### config.mk
export PLATFORM = sky130hd
export DESIGN_NAME = ped_crossing_ctrl
export DESIGN_NICKNAME = d
export VERILOG_FILES = /design/src/rtl/ped_crossing_ctrl.sv
export SDC_FILE = /design/constraint.sdc
export NUM_CORES = 1
export LEC_CHECK = 0
export CAP_MARGIN = 15
export CORE_MARGIN = 5
export CORE_UTILIZATION = 41
export CTS_CLUSTER_SIZE = 40
export DETAILED_ROUTE_END_ITERATION = 7
export GPL_TIMING_DRIVEN = 1
export PLACE_DENSITY = 0.59
export SLEW_MARGIN = 20
export SYNTH_ARGS = -nofsm -noshare
export SYNTH_HDL_FRONTEND = slang
export SYNTH_SLANG_ARGS = --single-unit
### constraint.sdc
create_clock -name clk -period 2.6 [get_ports clk]
set_input_delay 0.52 -clock clk [delete_from_list [all_inputs] [get_ports clk]]
set_output_delay 0.52 -clock clk [all_outputs]
set_load 0.02 [all_outputs]
### src/rtl/ped_crossing_ctrl.sv
// Pedestrian crossing controller. Watches the vehicle R-Y-G code, latches
// push-button requests and grants WALK only inside a vehicle red. WALK is
// followed by a flashing countdown clearance. If red ends early the crossing
// aborts to IDLE. A non-one-hot light code parks the block in FAULT.
module ped_crossing_ctrl #(
    parameter int WALK_CYCLES  = 8,
    parameter int CLEAR_CYCLES = 6,
    parameter int FLASH_DIV    = 2,
    parameter int CNT_W        = 4
) (
    input  logic             clk,
    input  logic             rst_n,
    input  logic [2:0]       rgy,
    input  logic             ped_btn,
    output logic             walk,
    output logic             dont_walk,
    output logic             flash,
    output logic [CNT_W-1:0] countdown,
    output logic             req_pending,
    output logic             abort,
    output logic             fault
);

    typedef enum logic [1:0] {
        ST_IDLE  = 2'd0,
        ST_WALK  = 2'd1,
        ST_CLEAR = 2'd2,
        ST_FAULT = 2'd3
    } state_t;

    // The flash phase counter runs 0..FLASH_DIV-1.
    localparam int FW = (FLASH_DIV > 1) ? $clog2(FLASH_DIV) : 1;

    localparam logic [2:0]       RED        = 3'b100;
    localparam logic [CNT_W-1:0] WALK_LOAD  = CNT_W'(WALK_CYCLES);
    localparam logic [CNT_W-1:0] CLEAR_LOAD = CNT_W'(CLEAR_CYCLES);
    localparam logic [CNT_W-1:0] CNT_ONE    = CNT_W'(1);
    localparam logic [CNT_W-1:0] CNT_ZERO   = CNT_W'(0);
    localparam logic [FW-1:0]    FLASH_LOAD = FW'(FLASH_DIV - 1);
    localparam logic [FW-1:0]    FLASH_ONE  = FW'(1);
    localparam logic [FW-1:0]    FLASH_ZERO = FW'(0);

    // A light code is legal only when exactly one lamp is lit.
    function automatic logic is_legal(input logic [2:0] code);
        return (code == 3'b100) || (code == 3'b010) || (code == 3'b001);
    endfunction

    state_t           state_r;
    logic [2:0]       prev_rgy_r;
    logic [CNT_W-1:0] walk_cnt_r;
    logic [FW-1:0]    flash_cnt_r;
    logic             legal_s;
    logic             red_entry_s;

    assign legal_s     = is_legal(rgy);
    assign red_entry_s = (rgy == RED) && (prev_rgy_r != RED);

    // Crossing FSM with all lamp/status outputs registered alongside state.
    always_ff @(posedge clk or negedge rst_n) begin
        if (!rst_n) begin
            state_r     <= ST_IDLE;
            prev_rgy_r  <= RED;
            walk_cnt_r  <= CNT_ZERO;
            flash_cnt_r <= FLASH_ZERO;
            walk        <= 1'b0;
            dont_walk   <= 1'b1;
            flash       <= 1'b0;
            countdown   <= CNT_ZERO;
            req_pending <= 1'b0;
            abort       <= 1'b0;
            fault       <= 1'b0;
        end else begin
            prev_rgy_r <= rgy;
            abort      <= 1'b0;
            if (!legal_s) begin
                // Illegal code overrides everything, including pending requests.
                state_r     <= ST_FAULT;
                walk        <= 1'b0;
                dont_walk   <= 1'b1;
                flash       <= 1'b0;
                countdown   <= CNT_ZERO;
                req_pending <= 1'b0;
                fault       <= 1'b1;
            end else if (((state_r == ST_WALK) || (state_r == ST_CLEAR)) && (rgy != RED)) begin
                // Red ended under a crossing: drop to IDLE lamps at once.
                state_r   <= ST_IDLE;
                walk      <= 1'b0;
                dont_walk <= 1'b1;
                flash     <= 1'b0;
                countdown <= CNT_ZERO;
                abort     <= 1'b1;
                if ((state_r == ST_CLEAR) && ped_btn) begin
                    req_pending <= 1'b1;
                end else begin
                    req_pending <= req_pending;
                end
            end else begin
                case (state_r)
                    ST_IDLE: begin
                        if (red_entry_s && (req_pending || ped_btn)) begin
                            state_r     <= ST_WALK;
                            walk        <= 1'b1;
                            dont_walk   <= 1'b0;
                            walk_cnt_r  <= WALK_LOAD;
                            req_pending <= 1'b0;
                        end else if (ped_btn) begin
                            req_pending <= 1'b1;
                        end else begin
                            req_pending <= req_pending;
                        end
                    end
                    ST_WALK: begin
                        if (walk_cnt_r == CNT_ONE) begin
                            state_r     <= ST_CLEAR;
                            walk        <= 1'b0;
                            dont_walk   <= 1'b1;
                            flash       <= 1'b1;
                            countdown   <= CLEAR_LOAD;
                            flash_cnt_r <= FLASH_LOAD;
                        end else begin
                            walk_cnt_r <= walk_cnt_r - CNT_ONE;
                        end
                    end
                    ST_CLEAR: begin
                        if (ped_btn) begin
                            req_pending <= 1'b1;
                        end else begin
                            req_pending <= req_pending;
                        end
                        if (countdown == CNT_ONE) begin
                            state_r   <= ST_IDLE;
                            flash     <= 1'b0;
                            dont_walk <= 1'b1;
                            countdown <= CNT_ZERO;
                        end else begin
                            countdown <= countdown - CNT_ONE;
                            if (flash_cnt_r == FLASH_ZERO) begin
                                dont_walk   <= ~dont_walk;
                                flash_cnt_r <= FLASH_LOAD;
                            end else begin
                                flash_cnt_r <= flash_cnt_r - FLASH_ONE;
                            end
                        end
                    end
                    ST_FAULT: begin
                        // Leaving FAULT is never a red entry; prev_rgy handles the next edge.
                        state_r <= ST_IDLE;
                        fault   <= 1'b0;
                    end
                    default: begin
                        state_r   <= ST_IDLE;
                        walk      <= 1'b0;
                        dont_walk <= 1'b1;
                        flash     <= 1'b0;
                        countdown <= CNT_ZERO;
                        fault     <= 1'b0;
                    end
                endcase
            end
        end
    end

endmodule

Figure 1. Logic cells by family (run 1).
(8 px per µm)
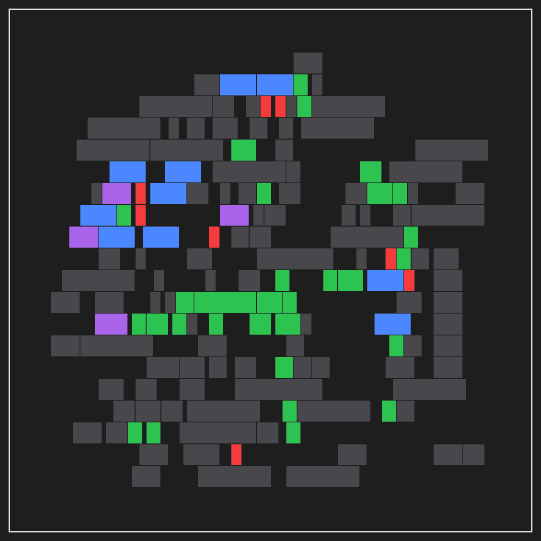
| colour | family | cells |
|---|---|---|
| blue | fa/ha/maj cells | 10 |
| purple | mux cells | 4 |
| red | inv cells | 8 |
| green | aoi and oai cells | 30 |

Figure 2. Sequential cells coloured by netlist name (run 1).
(8 px per µm) Other sequential cells in the stronger grey, the rest of the logic in the fainter grey.
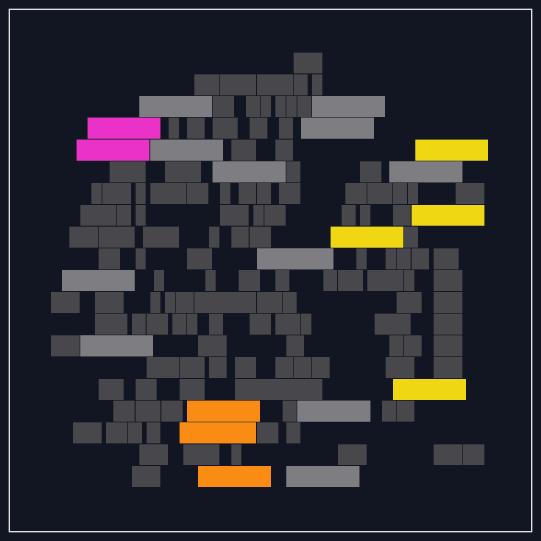
| colour | signal | flops |
|---|---|---|
| orange | `prev_rgy_r` | 3 |
| magenta | `state_r` | 2 |
| yellow | `countdown` | 4 |
not coloured: 11
Reg area: 503 µm²
Final Util: 50.8%
sequential power: 0.000525 W
sequential cell area share: 33.3%

Figure 3. Signal wires on met2 (run 1).
(4 px per µm)
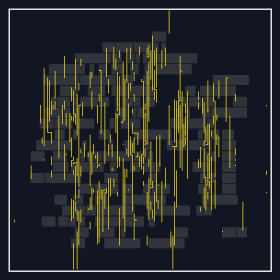
wire length on this layer: 1,200 µm
longest straight run: 21.8 µm

==> GITHUB_STEP_SUMMARY, run 1 <==
## Implementation flow summary

| Metric | Value |
|---|---|
| WP buf/inv | 1 |
| Final ANT Viol Nets | 0 |
| Non-clk bufs | 21 |
| Sw Ratio | 42.1% |
| First-pass GRT wire length | 4.63 mm |
| Maxcap violations | 0 |
| Hpwl dp | 1.96 mm |
| Critical Path, Cell by Cell | inv_1, ha_1, nor4b_1, or3_1, nand3_1, or3_1, o21ai_0 |
| YS chip area | 1240 µm² |
| Slowest cell on the critical path | nor4b_1 |
| CTS tree | yes |
| Router iterations before antenna repair | 4 |
| Cell family with most CP delay | simple AND/OR/NAND/NOR gates |
| Top cells by area | dfrtp_1 36%, ha_1 10%, o21ai_0 5.2% |
| Clock sinks | 20 |
| DRT iter0 DRCs | 34 |
| Final cell count without fillers | 182 |
| EDFF count, synth | 0 |
| Core Box Area | 2980 µm² |
| Final setup margin | 0.280 ns |
| Top sig layer | met4 |
| Yosys top cell by area | dfrtp_1 |
| CTS clk-pin slew, worst paths | 0.12 ns |
| Inverter count | 8 |
| Post-Syn Area | 1240 µm² |
| Pwr Density | 1080 nW/µm² |
| Total track usage | 13.8% |
| Post-synth ARST share | 100% |
| CTS max path bufs | 2 |
| Simple-Gate Area Share | 20.3% |
| DP Area | 1460 µm² |
| Die height | 65.1 µm |
| Mean Syn Cell Area | 9.65 µm² |
| XORs/XNORs by Area | 2.81% |
| GRT busiest layer | met2 |
| Via total after detailed routing | 1,006 |
| Sum Neg Setup Slack | 0 ns |
| Count leader, synth | dfrtp_1 |
| Met3 Usage GRT | 2.74% |
| Die width | 65.1 µm |
| Area share of fa/ha/maj cells after synthesis | 10.1% |
| Synth Warn # | 0 |
| Area leader share | 36.2% |
| Layout fillers | 285 |
| Most frequent logic cell in the layout | dfrtp_1 |
| Clock Tree Root | clkbuf_4 |
| Crit Path Class | flop to flop |
| P&R area growth vs syn | 21.5% |
| Residual DRC | 0 |
| CTS H-tree lvls | 1 |
| Log Warnings | 33 |
| Clock share of power | 15.9% |
| IO buf count | 15 |
| CP Max Fanout | 8 |
| WL met1 | 1.26 mm |
| Comb group | 0.000844 W |
| Met1 Use GR | 17.3% |
| Non-clk buf share | 12.9% |
| Biggest Area Class | logic gates |
| Vias in the first global route | 1,027 |
| CP endpoint | countdown[0]$_DFFE_PN0P_ |
| Share of cells above drive strength 1 | 12.1% |
| Start point of the critical path | state_r[0]$_DFFE_PN0P_ |
| Die area | 4240 µm² |
| Sw Pwr | 0.000685 W |
| WHS | 0.499 ns |
| Hold WC Path Type | flop to flop |
| CP Capture Type | flop |
| Leakage dissipation | 0.633 nW |
| Final Hold Fails | 0 |
| Pint | 0.000942 W |
| Post-synth top cells | 18 x dfrtp_1, 13 x o21ai_0, 10 x ha_1 |
| Outcome | complete, no violations |
| Gr ovfl total | 0 |
| Cts hold-fix bufs | 0 |
| Final period utilization | 89.2% |
| Init Core Util | 41.8% |
| Minimum clock period after layout | 2.32 ns |
| Unrepaired setup endpoints after global routing | false |
| Clk ins delay skew pair | 0.30 ns |
| Synth mux share | 3.32% |
| Placed insts | 178 |
| Reg power frac | 32.2% |
| Peak supply drop | 0.525 mV |
| Num CTS Buffers | 3 |
| Layout net count | 166 |
| Unique cell types | 41 |
| Worst Skew | 0.00604 ns |
| Pwr Total | 0.00163 W |
| CP most frequent cell | or3_1 |
| CP required | 2.84 ns |
| Met2 wire len | 1.20 mm |
| Routed length per placed instance | 14.2 µm |
| Design area | 1510 µm² |
| Area fraction in compound gates | 19.0% |
| Post-CTS Resized | 0 |
| Cell depth of the worst flop-to-flop path | 7 |
| CP max stage delay | 0.43 ns |
| Clock-cell share | 3.47% |
| # Cells Yosys | 129 |
| R2R Setup Slk | 0.28 ns |
| Logic share of the area | 45.7% |
| I/O Pins | 16 |
| Met3 Wirelength | 98 µm |
| Flop Count | 20 |
| Post-CTS Setup Inserts | 0 |
| Clock Power | 0.000258 W |
| Via density | 5.53 |
| Synth Instances | 129 |
| WHS Endpoint | fault$_DFFE_PN0P_ |
| FF+latch count, synth | 20 |
| Worst Tran Pin Value | 0.605 ns |
| Syn Nets | 145 |
==> inputs of run 2 (changes only) <==
--- a/config.mk
+++ b/config.mk
@@ -11,7 +11,7 @@
 export CTS_CLUSTER_SIZE = 40
 export DETAILED_ROUTE_END_ITERATION = 7
 export GPL_TIMING_DRIVEN = 1
-export PLACE_DENSITY = 0.59
+export PLACE_DENSITY = 0.68
 export SLEW_MARGIN = 20
 export SYNTH_ARGS = -nofsm -noshare
 export SYNTH_HDL_FRONTEND = slang
==> constraint.sdc (replaced) <==
create_clock -name clk -period 2.6 [get_ports clk]
set_input_delay 0.52 -clock clk [delete_from_list [all_inputs] [get_ports clk]]
set_output_delay 0.52 -clock clk [all_outputs]
set_load 0.1 [all_outputs]
Figure 4. Congestion heat map (run 2).
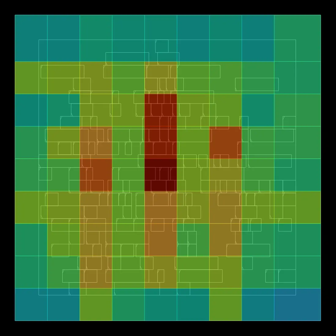
total track usage: 14.3%
met1 Use GR: 19.1%
met3 Usage GRT: 1.71%
Final Util: 50.7%

==> run 2 against run 1 <==
  * Final cell count rose by 1.6%
  * Clock skew fell by 0.00086 ns
  * First-iteration DRC count rose by 21%
  * Critical path depth did not move
  * Power rose by 21%
  * Setup slack got worse by 0.026 ns
  * Maximum frequency fell by 1.1%
  * Sequential power barely moved
  * Routed wire length rose by 3.9%
  * Largest power group unchanged
==> GITHUB_STEP_SUMMARY, run 2 <==
## Implementation flow summary

| Metric | Value |
|---|---|
| CP required | 2.84 ns |
| Area share of fa/ha/maj cells after synthesis | 10.1% |
| Outcome | complete, no violations |
| Router iterations before antenna repair | 4 |
| WL met1 | 1.30 mm |
| Cts hold-fix bufs | 0 |
| Residual DRC | 0 |
| CP most frequent cell | or3_1 |
| Clock sinks | 20 |
| Flop Count | 20 |
| Unique cell types | 41 |
| Vias in the first global route | 1,065 |
| Final Hold Fails | 0 |
| Non-clk bufs | 24 |
| Clock-cell share | 3.48% |
| EDFF count, synth | 0 |
| Via total after detailed routing | 1,025 |
| Worst Tran Pin Value | 0.613 ns |
| CP Capture Type | flop |
| Post-Syn Area | 1240 µm² |
| Log Warnings | 33 |
| Die area | 4240 µm² |
| Final setup margin | 0.254 ns |
| Post-CTS Resized | 0 |
| CTS tree | yes |
| Non-clk buf share | 12.8% |
| Biggest Area Class | logic gates |
| Area leader share | 36.2% |
| Die width | 65.1 µm |
| Post-synth top cells | 18 x dfrtp_1, 13 x o21ai_0, 10 x ha_1 |
| # Cells Yosys | 129 |
| Pwr Density | 1310 nW/µm² |
| R2R Setup Slk | 0.25 ns |
| CTS max path bufs | 2 |
| Final ANT Viol Nets | 0 |
| Via density | 5.54 |
| Cell depth of the worst flop-to-flop path | 7 |
| XORs/XNORs by Area | 2.81% |
| Inverter count | 8 |
| CP endpoint | countdown[0]$_DFFE_PN0P_ |
| Gr ovfl total | 0 |
| Met3 Wirelength | 87 µm |
| CTS H-tree lvls | 1 |
| CP Max Fanout | 8 |
| Init Core Util | 41.8% |
| Sw Ratio | 53.0% |
| GRT busiest layer | met2 |
| Share of cells above drive strength 1 | 20.4% |
| FF+latch count, synth | 20 |
| Placed insts | 181 |
| Design area | 1510 µm² |
| Layout net count | 169 |
| Mean Syn Cell Area | 9.65 µm² |
| Leakage dissipation | 0.663 nW |
| P&R area growth vs syn | 21.3% |
| Cell family with most CP delay | simple AND/OR/NAND/NOR gates |
| Clock Tree Root | clkbuf_4 |
| Pwr Total | 0.00197 W |
| Peak supply drop | 0.684 mV |
| Post-CTS Setup Inserts | 0 |
| WHS Endpoint | fault$_DFFE_PN0P_ |
| Post-synth ARST share | 100% |
| WP buf/inv | 1 |
| Reg area | 503 µm² |
| I/O Pins | 16 |
| Top sig layer | met4 |
| Die height | 65.1 µm |
| Area fraction in compound gates | 19.0% |
| Critical Path, Cell by Cell | inv_1, ha_1, nor4b_1, or3_1, nand3_1, or3_1, o21ai_0 |
| Hold WC Path Type | flop to flop |
| Synth Warn # | 0 |
| Hpwl dp | 2.07 mm |
| Worst Skew | 0.00518 ns |
| Routed length per placed instance | 14.6 µm |
| Sw Pwr | 0.00105 W |
| Core Box Area | 2980 µm² |
| DP Area | 1460 µm² |
| Maxcap violations | 0 |
| Clk ins delay skew pair | 0.31 ns |
| First-pass GRT wire length | 4.82 mm |
| Logic share of the area | 45.7% |
| Crit Path Class | flop to flop |
| Minimum clock period after layout | 2.35 ns |
| Yosys top cell by area | dfrtp_1 |
Figure 5. Sequential cells coloured by netlist name (run 2).
(8 px per µm) Other sequential cells in the stronger grey, the rest of the logic in the fainter grey.
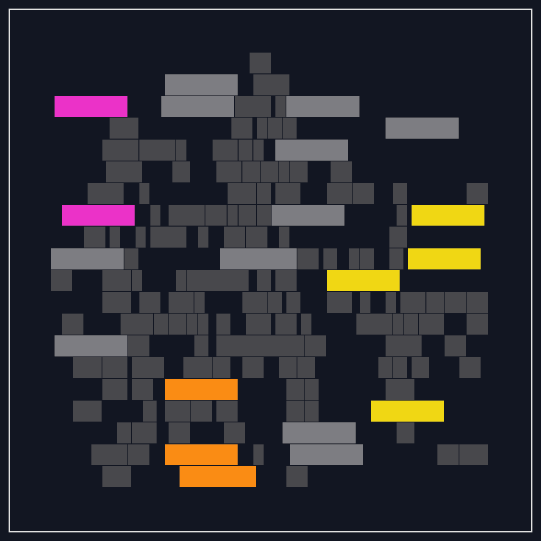
sequential cell area share: 33.3%
sequential power: 0.000526 W

==> inputs of run 3 (changes only) <==
--- a/config.mk
+++ b/config.mk
@@ -10,8 +10,9 @@
 export CORE_UTILIZATION = 41
 export CTS_CLUSTER_SIZE = 40
 export DETAILED_ROUTE_END_ITERATION = 7
+export DONT_BUFFER_PORTS = 1
 export GPL_TIMING_DRIVEN = 1
-export PLACE_DENSITY = 0.68
+export PLACE_DENSITY = 0.61
 export SLEW_MARGIN = 20
 export SYNTH_ARGS = -nofsm -noshare
 export SYNTH_HDL_FRONTEND = slang
==> constraint.sdc (replaced) <==
create_clock -name clk -period 2.23 [get_ports clk]
set_input_delay 0.446 -clock clk [delete_from_list [all_inputs] [get_ports clk]]
set_output_delay 0.446 -clock clk [all_outputs]
set_load 0.1 [all_outputs]
Figure 6. Signal wires on met2 (run 3).
(4 px per µm)
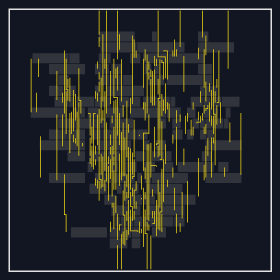
met2 usage: 24.1%
DRT Wirelength: 2.74 mm
via total after detailed routing: 1,030

==> run 3 against run 2 <==
  * First-iteration DRC count is 9.8% lower
  * Synthesized area stayed put
  * Via count is 0.49% higher
  * Register-to-register slack worse by 0.19 ns
  * Die size stayed put
  * Utilization is 2.0 points lower
  * Setup slack worse by 0.19 ns
  * Clock-buffer cell count is 1 higher
  * Non-clock buffer count is 9 lower
  * Critical path type unchanged
==> GITHUB_STEP_SUMMARY, run 3 <==
## Implementation flow summary

| Metric | Value |
|---|---|
| Outcome | complete, no violations |
| Init Core Util | 41.8% |
| Simple-Gate Area Share | 20.3% |
| Syn Nets | 145 |
| Top cells by area | dfrtp_1 36%, ha_1 10%, o21ai_0 5.2% |
| Area fraction in compound gates | 19.0% |
| Design area | 1450 µm² |
| Unique cell types | 41 |
| Met3 Wirelength | 104 µm |
| Critical Path, Cell by Cell | inv_2, ha_2, nor4b_4, nor3_4, o41ai_1, o21ai_0, o41ai_1 |
| WHS | 0.137 ns |
| CP endpoint | dont_walk$_DFFE_PN1P_ |
| Clock Tree Root | clkbuf_4 |
| Via density | 5.85 |
| Top sig layer | met4 |
| Sw Ratio | 55.6% |
| Comb group | 0.00138 W |
| XORs/XNORs by Area | 2.81% |
| Clk ins delay skew pair | 0.31 ns |
| Share of cells above drive strength 1 | 22.4% |
| CP max stage delay | 0.44 ns |
| Sum Neg Setup Slack | 0 ns |
| Yosys top cell by area | dfrtp_1 |
| Synth Instances | 129 |
| Routed length per placed instance | 15.6 µm |
| CP most frequent cell | o41ai_1 |
| GRT busiest layer | met2 |
| Reg area | 504 µm² |
| Final cell count without fillers | 176 |
| Mean Syn Cell Area | 9.65 µm² |
| Pwr Density | 1540 nW/µm² |
| Met1 Use GR | 15.7% |
| CP required | 2.43 ns |
| Cell depth of the worst flop-to-flop path | 7 |
| Start point of the critical path | state_r[0]$_DFFE_PN0P_ |
| CTS tree | yes |
| Vias in the first global route | 1,006 |
| Leakage dissipation | 0.620 nW |
| Final ANT Viol Nets | 0 |
| Synth mux share | 3.32% |
| Num CTS Buffers | 3 |
| Layout fillers | 269 |
| Area leader share | 36.2% |
| DRT iter0 DRCs | 37 |
| DP Area | 1360 µm² |
| Clock sinks | 20 |
| Post-Syn Area | 1240 µm² |
| Post-synth top cells | 18 x dfrtp_1, 13 x o21ai_0, 10 x ha_1 |
| Flop Count | 20 |
| CP Max Fanout | 9 |
| Logic share of the area | 50.6% |
| # Cells Yosys | 129 |
| Gr ovfl total | 0 |
| Synth Warn # | 0 |
| Most frequent logic cell in the layout | dfrtp_1 |
| Clock share of power | 8.2% |
| Clock-cell share | 1.81% |
| WP buf/inv | 1 |
| Hpwl dp | 2.05 mm |
| Inverter count | 8 |
| Maxcap violations | 0 |
| IO buf count | 0 |
| Count leader, synth | dfrtp_1 |
| I/O Pins | 16 |
| Post-synth ARST share | 100% |
| Die width | 65.1 µm |
| Clock Power | 0.000184 W |
| Post-CTS Setup Inserts | 0 |
| Layout net count | 160 |
| CTS clk-pin slew, worst paths | 0.12 ns |
| Total track usage | 13.5% |
| CTS H-tree lvls | 1 |
| Sw Pwr | 0.00124 W |
| Die height | 65.1 µm |
| Pwr Total | 0.00224 W |
| First-pass GRT wire length | 4.51 mm |
| Final setup margin | 0.0610 ns |
| Cts hold-fix bufs | 1 |
| Die area | 4240 µm² |
| Non-clk buf share | 7.93% |
| Pint | 0.000994 W |
| CP Capture Type | flop |
| Area share of fa/ha/maj cells after synthesis | 10.1% |
| Placed insts | 170 |
| Minimum clock period after layout | 2.17 ns |
| Cell family with most CP delay | AND-OR/OR-AND gates |
Figure 7. Sequential cells coloured by netlist name (run 3).
(8 px per µm) Other sequential cells in the stronger grey, the rest of the logic in the fainter grey.
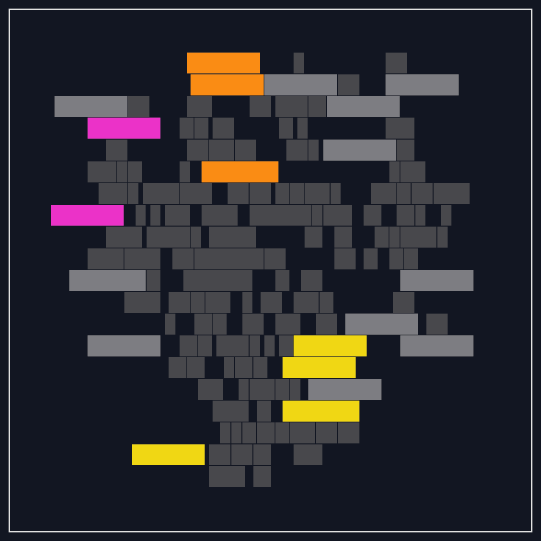
sequential cell area share: 34.7%
sequential power: 0.000667 W


==> gallery <==
Close-up of the layout.
Window x 13 to 53, y 25 to 65 µm. Cells in grey, sequential cells in the stronger grey; small squares are vias.
panel A
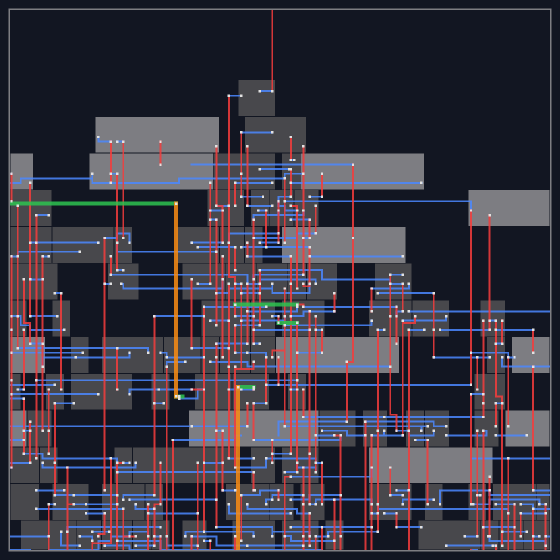
panel B
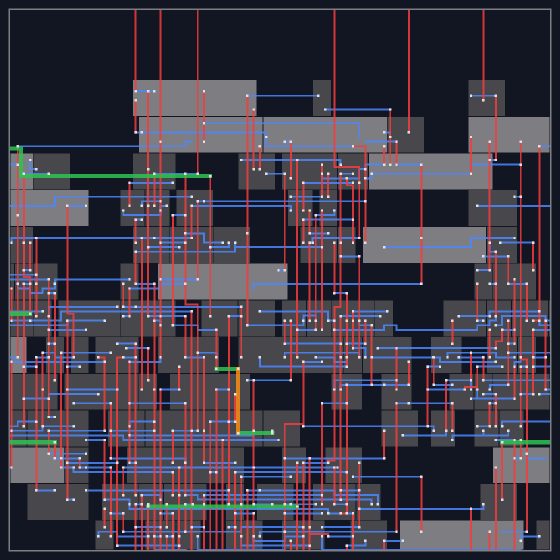
panel C
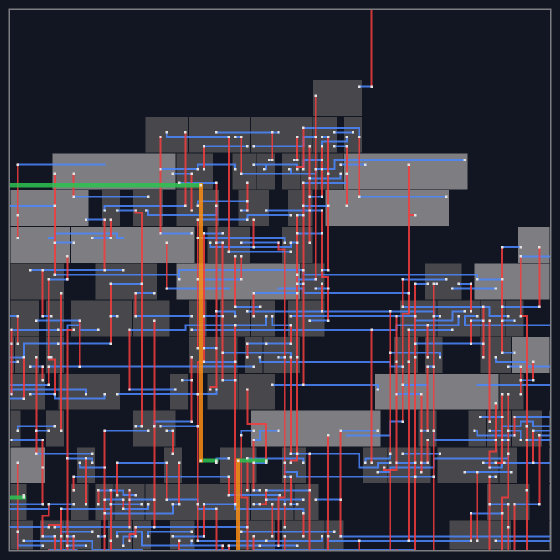
panel C: run 1
panel A: run 2
panel B: run 3

Key to panel B:
| colour | layer |
|---|---|
| green | M3 |
| red | M2 |
| orange | M4 |
| blue | M1 |
netlist names of flops here include: `prev_rgy_r` (3), `walk_cnt_r` (2)
most frequent: buf_4 (9), o21ai_0 (8), dfrtp_1 (8)
sequential cells in the window: 9
cells with their middle in the window: 93

Power is estimated from default activity; no workload was simulated.
